===== config.mk =====
export PLATFORM = sky130hd
export DESIGN_NAME = eic_prio_ctrl
export DESIGN_NICKNAME = d
export VERILOG_FILES = /design/src/rtl/eic_prio_ctrl_pkg.sv /design/src/rtl/eic_prio_enc.sv /design/src/rtl/eic_prio_ctrl.sv
export SDC_FILE = /design/constraint.sdc
export NUM_CORES = 1
export LEC_CHECK = 0
export CORE_UTILIZATION = 52
export CTS_BUF_LIST = sky130_fd_sc_hd__clkbuf_2
export CTS_CLUSTER_DIAMETER = 30
export CTS_CLUSTER_SIZE = 20
export DETAILED_ROUTE_END_ITERATION = 7
export GPL_ROUTABILITY_DRIVEN = 0
export PLACE_DENSITY = 0.79
export SLEW_MARGIN = 10
export SYNTH_ARGS = -nofsm -noshare
export SYNTH_HDL_FRONTEND = slang
export SYNTH_HIERARCHICAL = 1
export SYNTH_SLANG_ARGS = --single-unit

===== constraint.sdc =====
create_clock -name clk -period 2.9 [get_ports clk]
set_input_delay 0.435 -clock clk [delete_from_list [all_inputs] [get_ports clk]]
set_output_delay 0.435 -clock clk [all_outputs]
set_load 0.02 [all_outputs]

===== src/rtl/eic_prio_ctrl_pkg.sv =====
// Shared constants and types for the external interrupt controller.
//   EXT_INT_SRC_NUM    default number of interrupt sources
//   BUS_*              femto peripheral bus widths and the 4-byte access code
//   EIC_*_OFS          byte offsets of the EIC registers
//   eic_dbg_t          claim/complete state, exported for observation
package eic_prio_ctrl_pkg;

  localparam int EXT_INT_SRC_NUM = 16;

  localparam int BUS_WIDTH     = 32;
  localparam int BUS_ACC_WIDTH = 2;
  localparam logic [BUS_ACC_WIDTH-1:0] BUS_ACC_4B = 2'd2;

  // 32-byte window; only the first four words are implemented.
  localparam int EIC_SIZE   = 32;
  localparam int EIC_ADDR_W = $clog2(EIC_SIZE);

  localparam logic [EIC_ADDR_W-1:0] EIC_PEND_OFS   = 5'h00;
  localparam logic [EIC_ADDR_W-1:0] EIC_ENABLE_OFS = 5'h04;
  localparam logic [EIC_ADDR_W-1:0] EIC_MODE_OFS   = 5'h08;
  localparam logic [EIC_ADDR_W-1:0] EIC_CLAIM_OFS  = 5'h0C;

  // isr_id is sized for the largest legal SRC_NUM (31 -> 5 bits).
  typedef struct packed {
    logic       busy;
    logic [4:0] isr_id;
  } eic_dbg_t;

endpackage


===== src/rtl/eic_prio_enc.sv =====
// Lowest-index priority encoder.
//   vec    request vector, bit 0 has the highest priority
//   valid  any bit of vec set
//   id     index of the winning bit plus one, 0 when no bit is set
module eic_prio_enc #(
  parameter int N    = 16,
  parameter int ID_W = $clog2(N + 1)
) (
  input  logic [N-1:0]    vec,
  output logic            valid,
  output logic [ID_W-1:0] id
);

  always_comb begin
    valid = |vec;
    id    = '0;
    // Scan from the top down so the lowest set index is written last.
    for (int i = N - 1; i >= 0; i--) begin
      if (vec[i]) id = ID_W'(i + 1);
    end
  end

endmodule


===== src/rtl/eic_prio_ctrl.sv =====
// External interrupt controller: per-source enable, edge/level mode,
// fixed priority (lowest index wins) and a claim/complete handshake with the core.
//   clk, rstn          clock, asynchronous active-low reset
//   ext_int_trigger    registered interrupt request to the core
//   ext_int_handled    1-cycle completion pulse from the core
//   ext_int_src_vect   raw interrupt lines (synchronous to clk)
//   addr/w_rb/acc/wdata/req   femto bus request
//   rdata/resp         response, one cycle after an accepted request
//   fault              combinational, req with an invalid access
//   dbg_state          busy flag and in-service ID
//
// Bus handshake: req is a single-cycle strobe; a request that does not fault is
// accepted on that edge and answered with resp (plus rdata for reads) exactly one
// cycle later. A faulting request gets no resp and changes no state.
module eic_prio_ctrl
  import eic_prio_ctrl_pkg::*;
#(
  parameter int SRC_NUM = EXT_INT_SRC_NUM,
  parameter int ID_W    = $clog2(SRC_NUM + 1)
) (
  input  logic                     clk,
  input  logic                     rstn,
  output logic                     ext_int_trigger,
  input  logic                     ext_int_handled,
  input  logic [SRC_NUM-1:0]       ext_int_src_vect,
  input  logic [EIC_ADDR_W-1:0]    addr,
  input  logic                     w_rb,
  input  logic [BUS_ACC_WIDTH-1:0] acc,
  output logic [BUS_WIDTH-1:0]     rdata,
  input  logic [BUS_WIDTH-1:0]     wdata,
  input  logic                     req,
  output logic                     resp,
  output logic                     fault,
  output eic_dbg_t                 dbg_state
);

  logic [SRC_NUM-1:0]   pend_q, pend_d;
  logic [SRC_NUM-1:0]   enable_q, enable_d;
  logic [SRC_NUM-1:0]   mode_q, mode_d;
  logic [SRC_NUM-1:0]   src_prev_q, src_prev_d;
  logic                 busy_q, busy_d;
  logic [ID_W-1:0]      isr_id_q, isr_id_d;
  logic                 trigger_q, trigger_d;
  logic                 resp_q, resp_d;
  logic [BUS_WIDTH-1:0] rdata_q, rdata_d;

  logic                 sel_pend, sel_enable, sel_mode, sel_claim;
  logic                 acc_ok, rd_acc, wr_acc;
  logic                 claim_fire, complete;
  logic [SRC_NUM-1:0]   src_edge, w1c, claim_clr;
  logic                 win_valid;
  logic [ID_W-1:0]      win_id;
  logic                 unused_wdata;

  // Exact offset match also rejects misaligned and out-of-window addresses.
  assign sel_pend   = (addr == EIC_PEND_OFS);
  assign sel_enable = (addr == EIC_ENABLE_OFS);
  assign sel_mode   = (addr == EIC_MODE_OFS);
  assign sel_claim  = (addr == EIC_CLAIM_OFS);

  assign fault = req & ((acc != BUS_ACC_4B)
                        | ~(sel_pend | sel_enable | sel_mode | sel_claim)
                        | (w_rb & sel_claim));

  assign acc_ok = req & ~fault;
  assign rd_acc = acc_ok & ~w_rb;
  assign wr_acc = acc_ok & w_rb;

  assign unused_wdata = ^wdata[BUS_WIDTH-1:SRC_NUM];

  eic_prio_enc #(
    .N    (SRC_NUM),
    .ID_W (ID_W)
  ) u_prio_enc (
    .vec   (pend_q & enable_q),
    .valid (win_valid),
    .id    (win_id)
  );

  always_comb begin
    src_edge   = ext_int_src_vect & ~src_prev_q;
    src_prev_d = ext_int_src_vect;
    claim_fire = rd_acc & sel_claim & win_valid;
    complete   = ext_int_handled & busy_q;
    w1c        = (wr_acc && sel_pend) ? wdata[SRC_NUM-1:0] : '0;

    claim_clr = '0;
    for (int i = 0; i < SRC_NUM; i++) begin
      if (claim_fire && (win_id == ID_W'(i + 1))) claim_clr[i] = 1'b1;
    end

    // Level bits track the line; edge bits latch, and a new edge wins over
    // any clear landing on the same edge.
    for (int i = 0; i < SRC_NUM; i++) begin
      if (mode_q[i]) pend_d[i] = ext_int_src_vect[i];
      else           pend_d[i] = src_edge[i] | (pend_q[i] & ~w1c[i] & ~claim_clr[i]);
    end

    enable_d = enable_q;
    if (wr_acc && sel_enable) enable_d = wdata[SRC_NUM-1:0];
    mode_d = mode_q;
    if (wr_acc && sel_mode) mode_d = wdata[SRC_NUM-1:0];

    // Complete first, then claim, so a same-cycle pair leaves the new ID in service.
    busy_d   = busy_q;
    isr_id_d = isr_id_q;
    if (complete) begin
      busy_d   = 1'b0;
      isr_id_d = '0;
    end
    if (claim_fire) begin
      busy_d   = 1'b1;
      isr_id_d = win_id;
    end

    // Using next-cycle busy drops the request on the edge that claims it,
    // instead of leaving a stale one-cycle request behind.
    trigger_d = win_valid & ~busy_d;

    resp_d  = acc_ok;
    rdata_d = '0;
    if (rd_acc) begin
      if (sel_pend)   rdata_d[SRC_NUM-1:0] = pend_q;
      if (sel_enable) rdata_d[SRC_NUM-1:0] = enable_q;
      if (sel_mode)   rdata_d[SRC_NUM-1:0] = mode_q;
      if (sel_claim)  rdata_d[ID_W-1:0]    = win_id;
    end
  end

  always_ff @(posedge clk or negedge rstn) begin
    if (!rstn) begin
      pend_q     <= '0;
      enable_q   <= '0;
      mode_q     <= '0;
      src_prev_q <= '0;
      busy_q     <= 1'b0;
      isr_id_q   <= '0;
      trigger_q  <= 1'b0;
      resp_q     <= 1'b0;
      rdata_q    <= '0;
    end else begin
      pend_q     <= pend_d;
      enable_q   <= enable_d;
      mode_q     <= mode_d;
      src_prev_q <= src_prev_d;
      busy_q     <= busy_d;
      isr_id_q   <= isr_id_d;
      trigger_q  <= trigger_d;
      resp_q     <= resp_d;
      rdata_q    <= rdata_d;
    end
  end

  assign ext_int_trigger  = trigger_q;
  assign resp             = resp_q;
  assign rdata            = rdata_q;
  assign dbg_state.busy   = busy_q;
  assign dbg_state.isr_id = 5'(isr_id_q);

endmodule


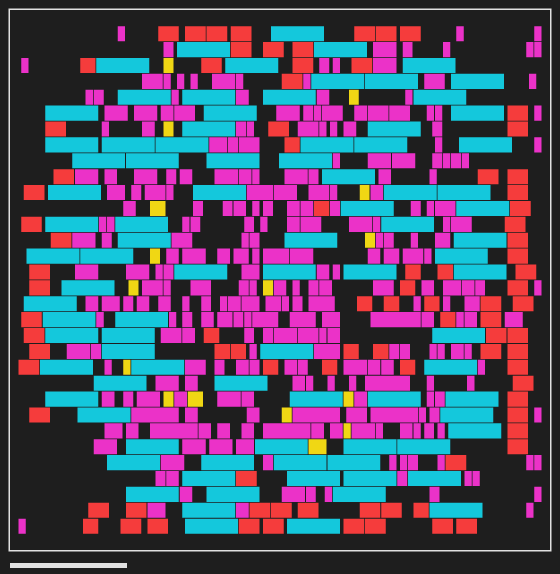
(images/class_map.png)
Scale bar: 20 µm.
clock drivers and dummy loads -> yellow  # cells 16, share of their area 1.7%
remaining buffers and delay cells -> red  # cells 88, share of their area 17%
remaining logic cells -> magenta  # cells 280, share of their area 38%
registers -> cyan  # cells 88, share of their area 44%
Final Util: 65.7%
fin area: 5130 µm²
# rows: 32
core area: 7810 µm²

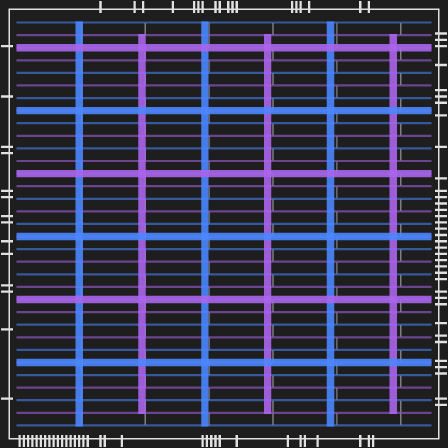
(images/floorplan.png)
Pins as bars on the die edge. Tap cells in grey.
VDD -> purple
VSS -> blue
tap cells = 102
rows = 32
met4 straps = 6
signal pins = 101
Die W: 92.5 µm
Chip Height: 92.5 µm
worst IR drop on VDD: 0.288 mV

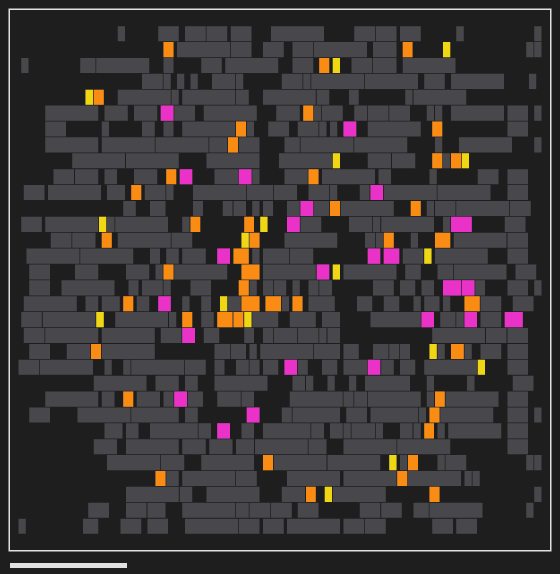
(images/gates.png)
Scale bar: 20 µm.
and/or cells -> magenta  # cells 24
aoi and oai cells -> orange  # cells 45
inv cells -> yellow  # cells 17
logic share of the area: 35.5%
Finished Layout Cells: 574
most numerous logic cell after layout: dfrtp_1

==> flow_metrics.py <==
# Synthesis and PnR figures
metrics = {
    "run_status": {
        "status": "finished, final reports clean",
    },
    "placed_design": {
        "hpwl_um": 6780,
        "dp_slack_ns": 0.244,
    },
    "yosys": {
        "ys_seq_share_pct": 51.7,
        "ys_sh_xor_pct": 0,
        "synth-edff-count": 0,
        "synth-main-ff-cell": "dfrtp_1",
        "ys_sh_adder_pct": 0,
        "ys_types": 42,
        "synthTopCellsByArea": "dfrtp_1 (52%), mux2_2 (8.2%), buf_4 (3.7%)",
    },
    "pwr": {
        "switchingPower_uw": 727,
        "sequentialPowerShare_pct": 56.5,
    },
    "timing": {
        "maxSlewHeadroom_pct": 37.9,
        "drv_slew": 0,
        "fin_crit_sh_pct": 90.3,
        "layout_min_cycle_time_ns": 2.62,
        "fin_setup_tns_ns": 0,
    },
    "worst_setup_path": {
        "startpoint": "enable_q[10]$_DFFE_PN0P_",
        "cp-end-kind": "register",
    },
    "route": {
        "wire_per_inst_um": 16.6,
    },
    "clock_network": {
        "cts_buffer_depth": 2,
        "cts_resized": 0,
    },
    "grt": {
        "antenna_found_initial": 0,
        "grt_max_degree": 46,
        "met1_usage_pct": 31.7,
    },
    "worst_hold_path": {
        "worstHoldStart": "ext_int_src_vect[12]",
    },
    "layout": {
        "largest_cell_class": "flip-flops and latches",
    },
}
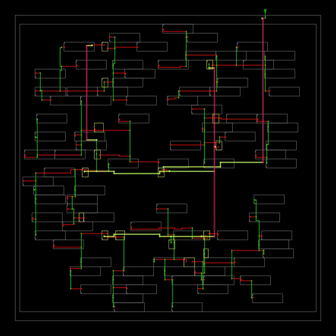
(images/clock_nets.png)
Clock group: 514 µW
total CTS buffers: 9
# clk buffers: 10

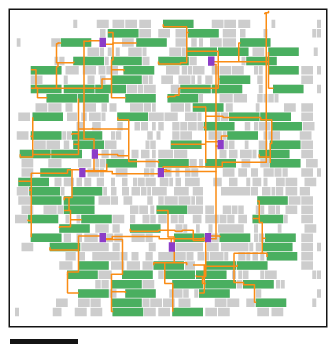
(images/clock_wires.png)
Scale bar: 20 µm.
flip-flops -> green  # count 88
clock-net drivers -> purple  # count 9
clock wires -> orange  # length 958 µm
flops lie = widely spread
Worst Skew: 0.0317 ns
Clock power frac: 21.7%

Power is estimated from default activity; no workload was simulated.
